<file path="src/rtl/mem_arb_pkg.sv">
// Shared types and constants for the two-requester data-memory arbiter.
package mem_arb_pkg;

  localparam int ARB_ADDR_W = 4;
  localparam int ARB_DATA_W = 16;

  // Requester ids, also the encoding of the round-robin pointer.
  localparam logic REQ_CPU = 1'b0;
  localparam logic REQ_DBG = 1'b1;

  typedef enum logic [1:0] {
    ARB_IDLE = 2'd0,
    ARB_OWN0 = 2'd1,
    ARB_OWN1 = 2'd2
  } arb_state_t;

endpackage

</file>
<file path="src/rtl/mem_arb_rsp.sv">
// Per-port read-return register: strobes one cycle after a granted read and
// holds the captured data until the next read by the same port.
module mem_arb_rsp #(
  parameter int DATA_W = 16
) (
  input  logic              i_clk,
  input  logic              i_rst,
  input  logic              i_fire,
  input  logic [DATA_W-1:0] i_rdata,
  output logic              o_rvalid,
  output logic [DATA_W-1:0] o_rdata
);

  logic              r_rvalid;
  logic [DATA_W-1:0] r_rdata;

  // Capture memory data only on this port's granted reads.
  always_ff @(posedge i_clk or posedge i_rst) begin
    if (i_rst) begin
      r_rvalid <= 1'b0;
      r_rdata  <= '0;
    end else begin
      r_rvalid <= i_fire;
      if (i_fire) r_rdata <= i_rdata;
    end
  end

  assign o_rvalid = r_rvalid;
  assign o_rdata  = r_rdata;

endmodule

</file>
<file path="src/rtl/mem_data_arbiter.sv">
// Round-robin arbiter sharing one single-port data memory between the CPU
// load/store stage (requester 0) and the debug/DMA port (requester 1), with a
// bounded lock for read-modify-write sequences.
module mem_data_arbiter
  import mem_arb_pkg::*;
#(
  parameter int ADDR_W   = ARB_ADDR_W,
  parameter int DATA_W   = ARB_DATA_W,
  parameter int MAX_LOCK = 8
) (
  input  logic              i_clk,
  input  logic              i_reset,
  input  logic              i_req0,
  input  logic              i_req1,
  input  logic              i_lock0,
  input  logic              i_lock1,
  input  logic              i_we0,
  input  logic              i_we1,
  input  logic [ADDR_W-1:0] i_addr0,
  input  logic [ADDR_W-1:0] i_addr1,
  input  logic [DATA_W-1:0] i_wdata0,
  input  logic [DATA_W-1:0] i_wdata1,
  output logic              o_gnt0,
  output logic              o_gnt1,
  output logic              o_rvalid0,
  output logic              o_rvalid1,
  output logic [DATA_W-1:0] o_rdata0,
  output logic [DATA_W-1:0] o_rdata1,
  output logic              o_mem_we,
  output logic [ADDR_W-1:0] o_mem_addr,
  output logic [DATA_W-1:0] o_mem_wdata,
  input  logic [DATA_W-1:0] i_mem_rdata
);

  // Counter only needs to reach MAX_LOCK-1 before the forced release.
  localparam int CNT_W = (MAX_LOCK > 2) ? $clog2(MAX_LOCK) : 1;
  localparam logic [CNT_W-1:0] CNT_LAST = CNT_W'(MAX_LOCK - 1);

  arb_state_t       r_state, w_state_nxt;
  logic             r_rr, w_rr_nxt;
  logic [CNT_W-1:0] r_lock_cnt, w_lock_cnt_nxt;
  logic             w_gnt0, w_gnt1;

  // State, round-robin pointer and lock counter; reset drops any ownership.
  always_ff @(posedge i_clk or posedge i_reset) begin
    if (i_reset) begin
      r_state    <= ARB_IDLE;
      r_rr       <= REQ_CPU;
      r_lock_cnt <= '0;
    end else begin
      r_state    <= w_state_nxt;
      r_rr       <= w_rr_nxt;
      r_lock_cnt <= w_lock_cnt_nxt;
    end
  end

  // Grant decode and next-state; grants are held low throughout reset.
  always_comb begin
    w_gnt0         = 1'b0;
    w_gnt1         = 1'b0;
    w_state_nxt    = r_state;
    w_rr_nxt       = r_rr;
    w_lock_cnt_nxt = r_lock_cnt;
    if (!i_reset) begin
      unique case (r_state)
        ARB_IDLE: begin
          if (i_req0 && (!i_req1 || r_rr == REQ_CPU)) w_gnt0 = 1'b1;
          else if (i_req1)                             w_gnt1 = 1'b1;
          if (w_gnt0) begin
            w_rr_nxt = REQ_DBG;
            if (i_lock0) begin
              w_state_nxt    = ARB_OWN0;
              w_lock_cnt_nxt = CNT_W'(1);
            end
          end
          if (w_gnt1) begin
            w_rr_nxt = REQ_CPU;
            if (i_lock1) begin
              w_state_nxt    = ARB_OWN1;
              w_lock_cnt_nxt = CNT_W'(1);
            end
          end
        end
        ARB_OWN0: begin
          w_gnt0 = i_req0;
          // Release on lock drop or at the cap; the other side is favoured next.
          if (!(i_req0 && i_lock0) || r_lock_cnt == CNT_LAST) begin
            w_state_nxt = ARB_IDLE;
            w_rr_nxt    = REQ_DBG;
          end else begin
            w_lock_cnt_nxt = r_lock_cnt + 1'b1;
          end
        end
        ARB_OWN1: begin
          w_gnt1 = i_req1;
          if (!(i_req1 && i_lock1) || r_lock_cnt == CNT_LAST) begin
            w_state_nxt = ARB_IDLE;
            w_rr_nxt    = REQ_CPU;
          end else begin
            w_lock_cnt_nxt = r_lock_cnt + 1'b1;
          end
        end
        default: w_state_nxt = ARB_IDLE;
      endcase
    end
  end

  // Memory mux: idle bus drives zeros so the memory sees no stray write.
  always_comb begin
    o_mem_we    = 1'b0;
    o_mem_addr  = '0;
    o_mem_wdata = '0;
    if (w_gnt0) begin
      o_mem_we    = i_we0;
      o_mem_addr  = i_addr0;
      o_mem_wdata = i_wdata0;
    end else if (w_gnt1) begin
      o_mem_we    = i_we1;
      o_mem_addr  = i_addr1;
      o_mem_wdata = i_wdata1;
    end
  end

  assign o_gnt0 = w_gnt0;
  assign o_gnt1 = w_gnt1;

  mem_arb_rsp #(.DATA_W(DATA_W)) u_rsp0 (
    .i_clk    (i_clk),
    .i_rst    (i_reset),
    .i_fire   (w_gnt0 && !i_we0),
    .i_rdata  (i_mem_rdata),
    .o_rvalid (o_rvalid0),
    .o_rdata  (o_rdata0)
  );

  mem_arb_rsp #(.DATA_W(DATA_W)) u_rsp1 (
    .i_clk    (i_clk),
    .i_rst    (i_reset),
    .i_fire   (w_gnt1 && !i_we1),
    .i_rdata  (i_mem_rdata),
    .o_rvalid (o_rvalid1),
    .o_rdata  (o_rdata1)
  );

endmodule

</file>
<file path="config.mk">
export PLATFORM = sky130hd
export DESIGN_NAME = mem_data_arbiter
export DESIGN_NICKNAME = d
export VERILOG_FILES = /design/src/rtl/mem_arb_pkg.sv /design/src/rtl/mem_arb_rsp.sv /design/src/rtl/mem_data_arbiter.sv
export SDC_FILE = /design/constraint.sdc
export NUM_CORES = 1
export LEC_CHECK = 0
export CORE_ASPECT_RATIO = 1.4
export CORE_MARGIN = 5
export CORE_UTILIZATION = 40
export DETAILED_ROUTE_END_ITERATION = 8
export GPL_TIMING_DRIVEN = 0
export PLACE_DENSITY = 0.86
export SLEW_MARGIN = 20
export SYNTH_ARGS = -nofsm -noshare
export SYNTH_HDL_FRONTEND = slang
export SYNTH_SLANG_ARGS = --single-unit
</file>
<file path="constraint.sdc">
create_clock -name i_clk -period 4.8 [get_ports i_clk]
set_input_delay 0.72 -clock i_clk [delete_from_list [all_inputs] [get_ports i_clk]]
set_output_delay 0.72 -clock i_clk [all_outputs]
set_load 0.02 [all_outputs]
</file>
Figure 1. Cell area per tile (run 1).
Scale bar: 20 um. The die is cut into 7 by 9 equal tiles; black is low, pale yellow is high, 0 to 100% covered.
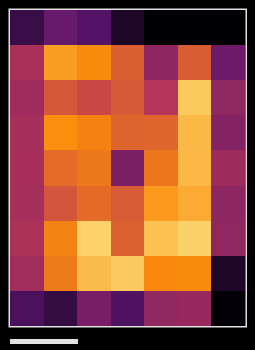
The emptiest ninth of the die: upper right. 6.3% of the tiles are nearly empty. The fullest tile reaches 90%. 19% of the tiles are over 75% full. The mean over all tiles is 51%.
Core Util, Final: 70.2%
Core Region: 0.00484 sq mm
FP Util: 40.9%

Figure 2. Routing congestion (run 1).
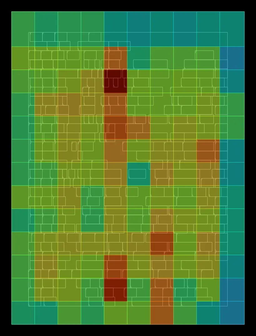
All-Layer GR Usage: 16.8%
GR Util met2: 30.2%
DR WL/cell: 15.4 um
met1 usage: 15.9%
global routing usage on met3: 8.60%

Figure 3. Supply network (run 1).
Scale bar: 20 um. Pins as bars on the die edge.
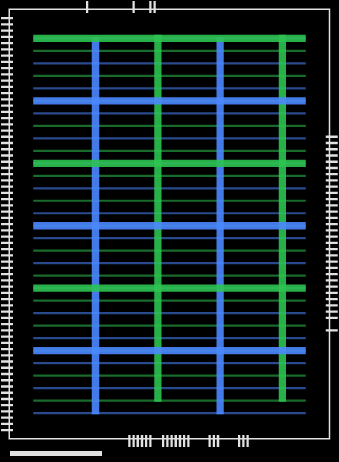
Key: VDD = green; VSS = blue
The core has 30 rows. 6 straps on met5. 4 straps on met4. 121 signal pins sit on the boundary. 31 met1 rails follow the rows.
Die H: 93.2 um
maximum vdd drop: 216 uV
DIE WIDTH: 69.5 um

==> impl_metrics.yaml, run 1 <==
# generated from flow reports
drt:
  drt_iter0_markers: 55
  totalWireLength_um: 5250
  vias: 1679
  viasPerCell: 4.94
  remaining_drc_errors: 0
  drtAntennaViolNets: 0
worst_setup_path:
  end_kind: "output pin"
  worstPathRequired_ns: 4.08
  startpoint: "i_reset"
  r2r-end: "u_rsp0.o_rdata[7]"
  critPathLaunchType: "input pin"
clocking:
  insertion_delay_ns: 0.29
  tritoncts: "built"
layout:
  area_growth_pct: 71.7
  final-clk-cell-share_pct: 3.28
  seq_cells: 40
synth:
  async_flop_share_pct: 100
  netlist_area_sq_mm: 0.00198
  synthMostInstantiatedCell: "dfrtp_1"
place:
  globalplace.congestion: 0.810
worst_hold_path:
  worstHoldStart: "u_rsp1.o_rdata[1]"
floorplan:
  die_area_sq_mm: 0.00648
final_timing:
  tightestPinTransition_ns: 0.489
outcome:
  status: "complete, no violations"
flow_run:
  warnings: 29
==> run 1: placed cells by master (no fill, tap or decap), drive strengths merged <==
cell type	n
or2b	1
dfrtp	40
o211a	1
ha	6
mux2	32
nor3	2
and3	1
a221oi	1
a21boi	1
clkdlybuf4s50	120
or2	1
clkinv	1
mux2i	2
bufinv	1
o221a	1
nor2	2
clkinvlp	1
clkbuf	7
nand3b	2
nand2b	3
a22o	23
nand2	3
and2	1
inv	7
a21oi	9
o31ai	1
buf	6
==> run 1: power breakdown <==
group          internal, mW  switching [mW]  leakage (nW)  total, mW
Combinational         0.586           0.513         0.934       1.10
Clock                 0.154           0.114        0.0541      0.268
Sequential            0.498          0.0908         0.486      0.589
==> run 2, diff against run 1 <==
--- a/config.mk
+++ b/config.mk
@@ -7,10 +7,10 @@
 export LEC_CHECK = 0
 export CORE_ASPECT_RATIO = 1.4
 export CORE_MARGIN = 5
-export CORE_UTILIZATION = 40
+export CORE_UTILIZATION = 34
 export DETAILED_ROUTE_END_ITERATION = 8
 export GPL_TIMING_DRIVEN = 0
-export PLACE_DENSITY = 0.86
+export PLACE_DENSITY = 0.78
 export SLEW_MARGIN = 20
 export SYNTH_ARGS = -nofsm -noshare
 export SYNTH_HDL_FRONTEND = slang
==> constraint.sdc (replaced) <==
create_clock -name i_clk -period 3.3 [get_ports i_clk]
set_input_delay 0.495 -clock i_clk [delete_from_list [all_inputs] [get_ports i_clk]]
set_output_delay 0.495 -clock i_clk [all_outputs]
set_load 0.02 [all_outputs]
Figure 4. Cell classes on the final placement (run 2).
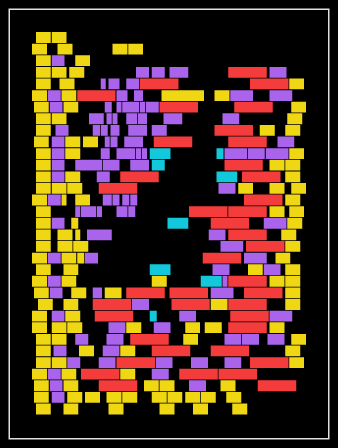
Key: other buffers and delay cells = yellow [cells 128]; clock drivers and dummy loads = cyan [cells 8]; all other logic = purple [cells 100]; flops = red [cells 40]
row count: 33
Core Region: 0.00578 sq mm

==> run 2 against run 1 <==
Effect of this change:
- wire length decreased by 3.7%
- clock skew increased by 0.0021 ns
- area after synthesis unchanged
- utilization decreased by 12 points
- total power increased by 41%
- final area decreased by 0.33%
- critical path type is now flip-flop to output pin
==> impl_metrics.yaml, run 2 <==
# generated from flow reports
power_and_ir_drop:
  clkPwrFrac_pct: 11.3
  ir_worst_vdd_uv: 318
  seq_power_share_pct: 30.9
  comb_cell_power_mw: 1.59
  top_power_group: "combinational logic"
  switching_power_mw: 1.03
  p_int_mw: 1.72
  p_seq_mw: 0.851
  pwr-share-comb_pct: 57.8
  p_clk_mw: 0.311
outcome:
  status: "complete, no violations"
worst_setup_path:
  worstPathRequired_ns: 2.80
  r2r-end: "u_rsp0.o_rdata[4]"
  end_kind: "output pin"
  path_buffers: 3
  critPathLaunchType: "flip-flop"
  startpoint: "r_state[0]"
synth:
  async_flop_share_pct: 100
  syn_inst: 147
  synthMostInstantiatedCell: "dfrtp_1"
clocking:
  tritoncts: "built"
  insertion_delay_ns: 0.28
layout:
  seq_cells: 40
  combGateArea_sq_um: 901
  area_growth_pct: 71.2
  final-clk-cell-share_pct: 2.58
  lay_top_count: "clkdlybuf4s50_1"
  lay_top_cells: "clkdlybuf4s50_1 (120), dfrtp_1 (40), a22o_1 (23)"
floorplan:
  die_y_um: 100
  die_w_um: 74.5
  die_area_sq_mm: 0.00747
global_routing:
  gr-usage-all-layers_pct: 13.8
  grt.met3_usage_pct: 8.72
  grt_max_degree: 25
  use_met2_pct: 24.6
drt:
  drtAntennaViolNets: 0
  drt_iter0_markers: 18
  viasPerCell: 4.86
  routedWlPerCell_um: 14.6
  remaining_drc_errors: 0
  totalWireLength_um: 5060
  vias: 1680
worst_hold_path:
  whs_path_depth: 1
  worstHoldStart: "u_rsp1.o_rdata[2]"
  holdPathEnd: "u_rsp1.o_rdata[2]"
place:
  globalplace.congestion: 0.763
  pre_cts_slack_ns: -0.0911
flow_run:
  warnings: 29
final_timing:
  tightestPinTransition_ns: 0.454
Figure 5. Cell area per tile (run 2).
Scale bar: 20 um. The die is cut into 7 by 10 equal tiles; black is low, pale yellow is high, 0 to 100% covered.
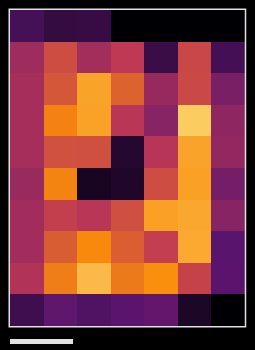
The emptiest ninth of the die: upper right. 14% of the tiles are over 75% full. The fullest tile reaches 89%. The mean over all tiles is 44%. 7.1% of the tiles are nearly empty.
FP Util: 34.2%
Core Util, Final: 58.6%

run 2: metrics by stage:
stage,cells,instance area [sq um]
after floorplan,147,1980
final,346,3390
after global placement,337,3270
after CTS,346,3390
after global routing,346,3390
after detailed placement,338,3300
run 2: what timing repair did:
action	CTS	global route
endpoints found under the setup margin	20	16
gates resized	1	1
hold endpoints to repair	0	0
run 2: cell families after synthesis:
| logic type | count (synthesis) | share of synthesized area, % |
|---|---|---|
| flip-flops | 40 | 50.6 |
| AND-OR/OR-AND | 37 | 15.5 |
| AND/OR/NAND/NOR | 16 | 5.31 |
| adder cells (fa/ha/maj) | 6 | 3.79 |
| multiplexers | 34 | 20.9 |
| buffers and inverters | 14 | 3.92 |
==> run 3, diff against run 2 <==
--- a/config.mk
+++ b/config.mk
@@ -5,6 +5,7 @@
 export SDC_FILE = /design/constraint.sdc
 export NUM_CORES = 1
 export LEC_CHECK = 0
+export CAP_MARGIN = 20
 export CORE_ASPECT_RATIO = 1.4
 export CORE_MARGIN = 5
 export CORE_UTILIZATION = 34
Figure 6. Cell classes on the final placement (run 3).
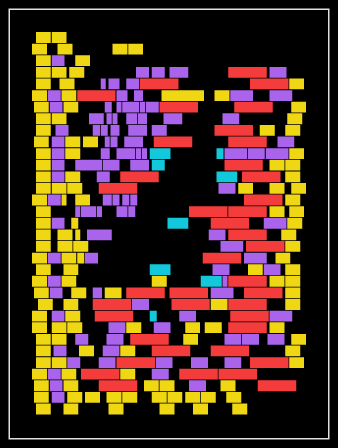
Key: flops = red [cells 40]; other buffers and delay cells = yellow [cells 128]; all other logic = purple [cells 100]; clock drivers and dummy loads = cyan [cells 8]
final instance area: 0.00339 sq mm
sequential share of cell area: 29.5%

==> run 3 against run 2 <==
Effect of this change:
- sequential share of layout area did not move
- global-route usage did not move
- hold slack did not move
- via count did not move
- synthesized cell count did not move
- final area did not move
- critical endpoint unchanged
==> impl_metrics.yaml, run 3 <==
# generated from flow reports
floorplan:
  fp-row-count: 33
  die_area_sq_mm: 0.00747
  fp_util_pct: 34.2
  die_w_um: 74.5
  core_sq_mm: 0.00578
final_timing:
  tightestPinTransition_ns: 0.454
global_routing:
  use_met2_pct: 24.6
  grt_max_degree: 25
  gr-usage-all-layers_pct: 13.8
  grt.met3_usage_pct: 8.72
drt:
  viasPerCell: 4.86
  drtAntennaViolNets: 0
  routedWlPerCell_um: 14.6
  remaining_drc_errors: 0
  totalWireLength_um: 5060
  drt_iter0_markers: 18
clocking:
  insertion_delay_ns: 0.28
  cts_resized: 1
synth:
  mux_share_pct: 20.9
  aoi_share_pct: 15.5
  yosys.area_share.simple_pct: 5.31
  topCombFamilyByArea: "multiplexers"
  adder_share_pct: 3.79
flow_run:
  warnings: 29
place:
  pre_cts_slack_ns: -0.0911
layout:
  combGateArea_sq_um: 901
  final-clk-cell-share_pct: 2.58
  seq_cells: 40
  stdcell_count: 346
  lay_top_cells: "clkdlybuf4s50_1 (120), dfrtp_1 (40), a22o_1 (23)"
  lay_top_count: "clkdlybuf4s50_1"
worst_setup_path:
  worstPathRequired_ns: 2.80
  path_buffers: 3
power_and_ir_drop:
  ir_worst_vdd_uv: 318
  clkPwrFrac_pct: 11.3
  pwr-share-comb_pct: 57.8
  p_clk_mw: 0.311
  comb_cell_power_mw: 1.59
  p_int_mw: 1.72
  seq_power_share_pct: 30.9
  switching_power_mw: 1.03
outcome:
  status: "complete, no violations"
Figure 7. Wires at chosen ports, followed through buffers (run 3).
Scale bar: 20 um.
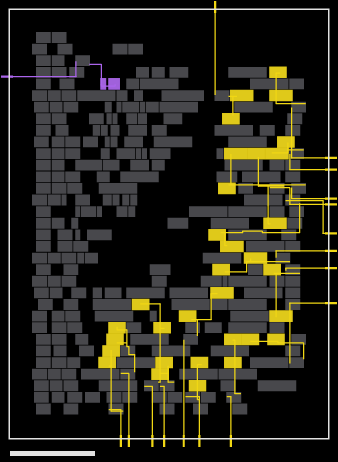
Key: `i_mem_rdata` = yellow [bits 16, direction input, end cells 32, buffers 16, wire 503 um]; `i_lock0` = purple [bits 1, direction input, end cells 2, buffers 1, wire 29.9 um]
PortBufs: 120
IO Pins: 121

==> run 3: cell counts after synthesis <==
Identical to the previous run, type by type.
==> run 3: path summary, 6_finish.rpt <==
check / cells after the start / start / slack [ns] / to
worst max-delay path: 8 / r_state[0] / 0.12 / o_mem_wdata[12]
worst min-delay path: 1 / u_rsp1.o_rdata[2] / 0.48 / u_rsp1.o_rdata[2]
worst max register to register: 8 / r_state[0] / 1.26 / u_rsp0.o_rdata[4]
worst min register to register: 1 / u_rsp1.o_rdata[2] / 0.48 / u_rsp1.o_rdata[2]
max in group asynchronous: 3 / i_reset / 2.39 / u_rsp1.o_rdata[6]
min in group asynchronous: 2 / i_reset / 0.54 / r_rr
No activity file was given, so power comes from the tool's default toggle rates.
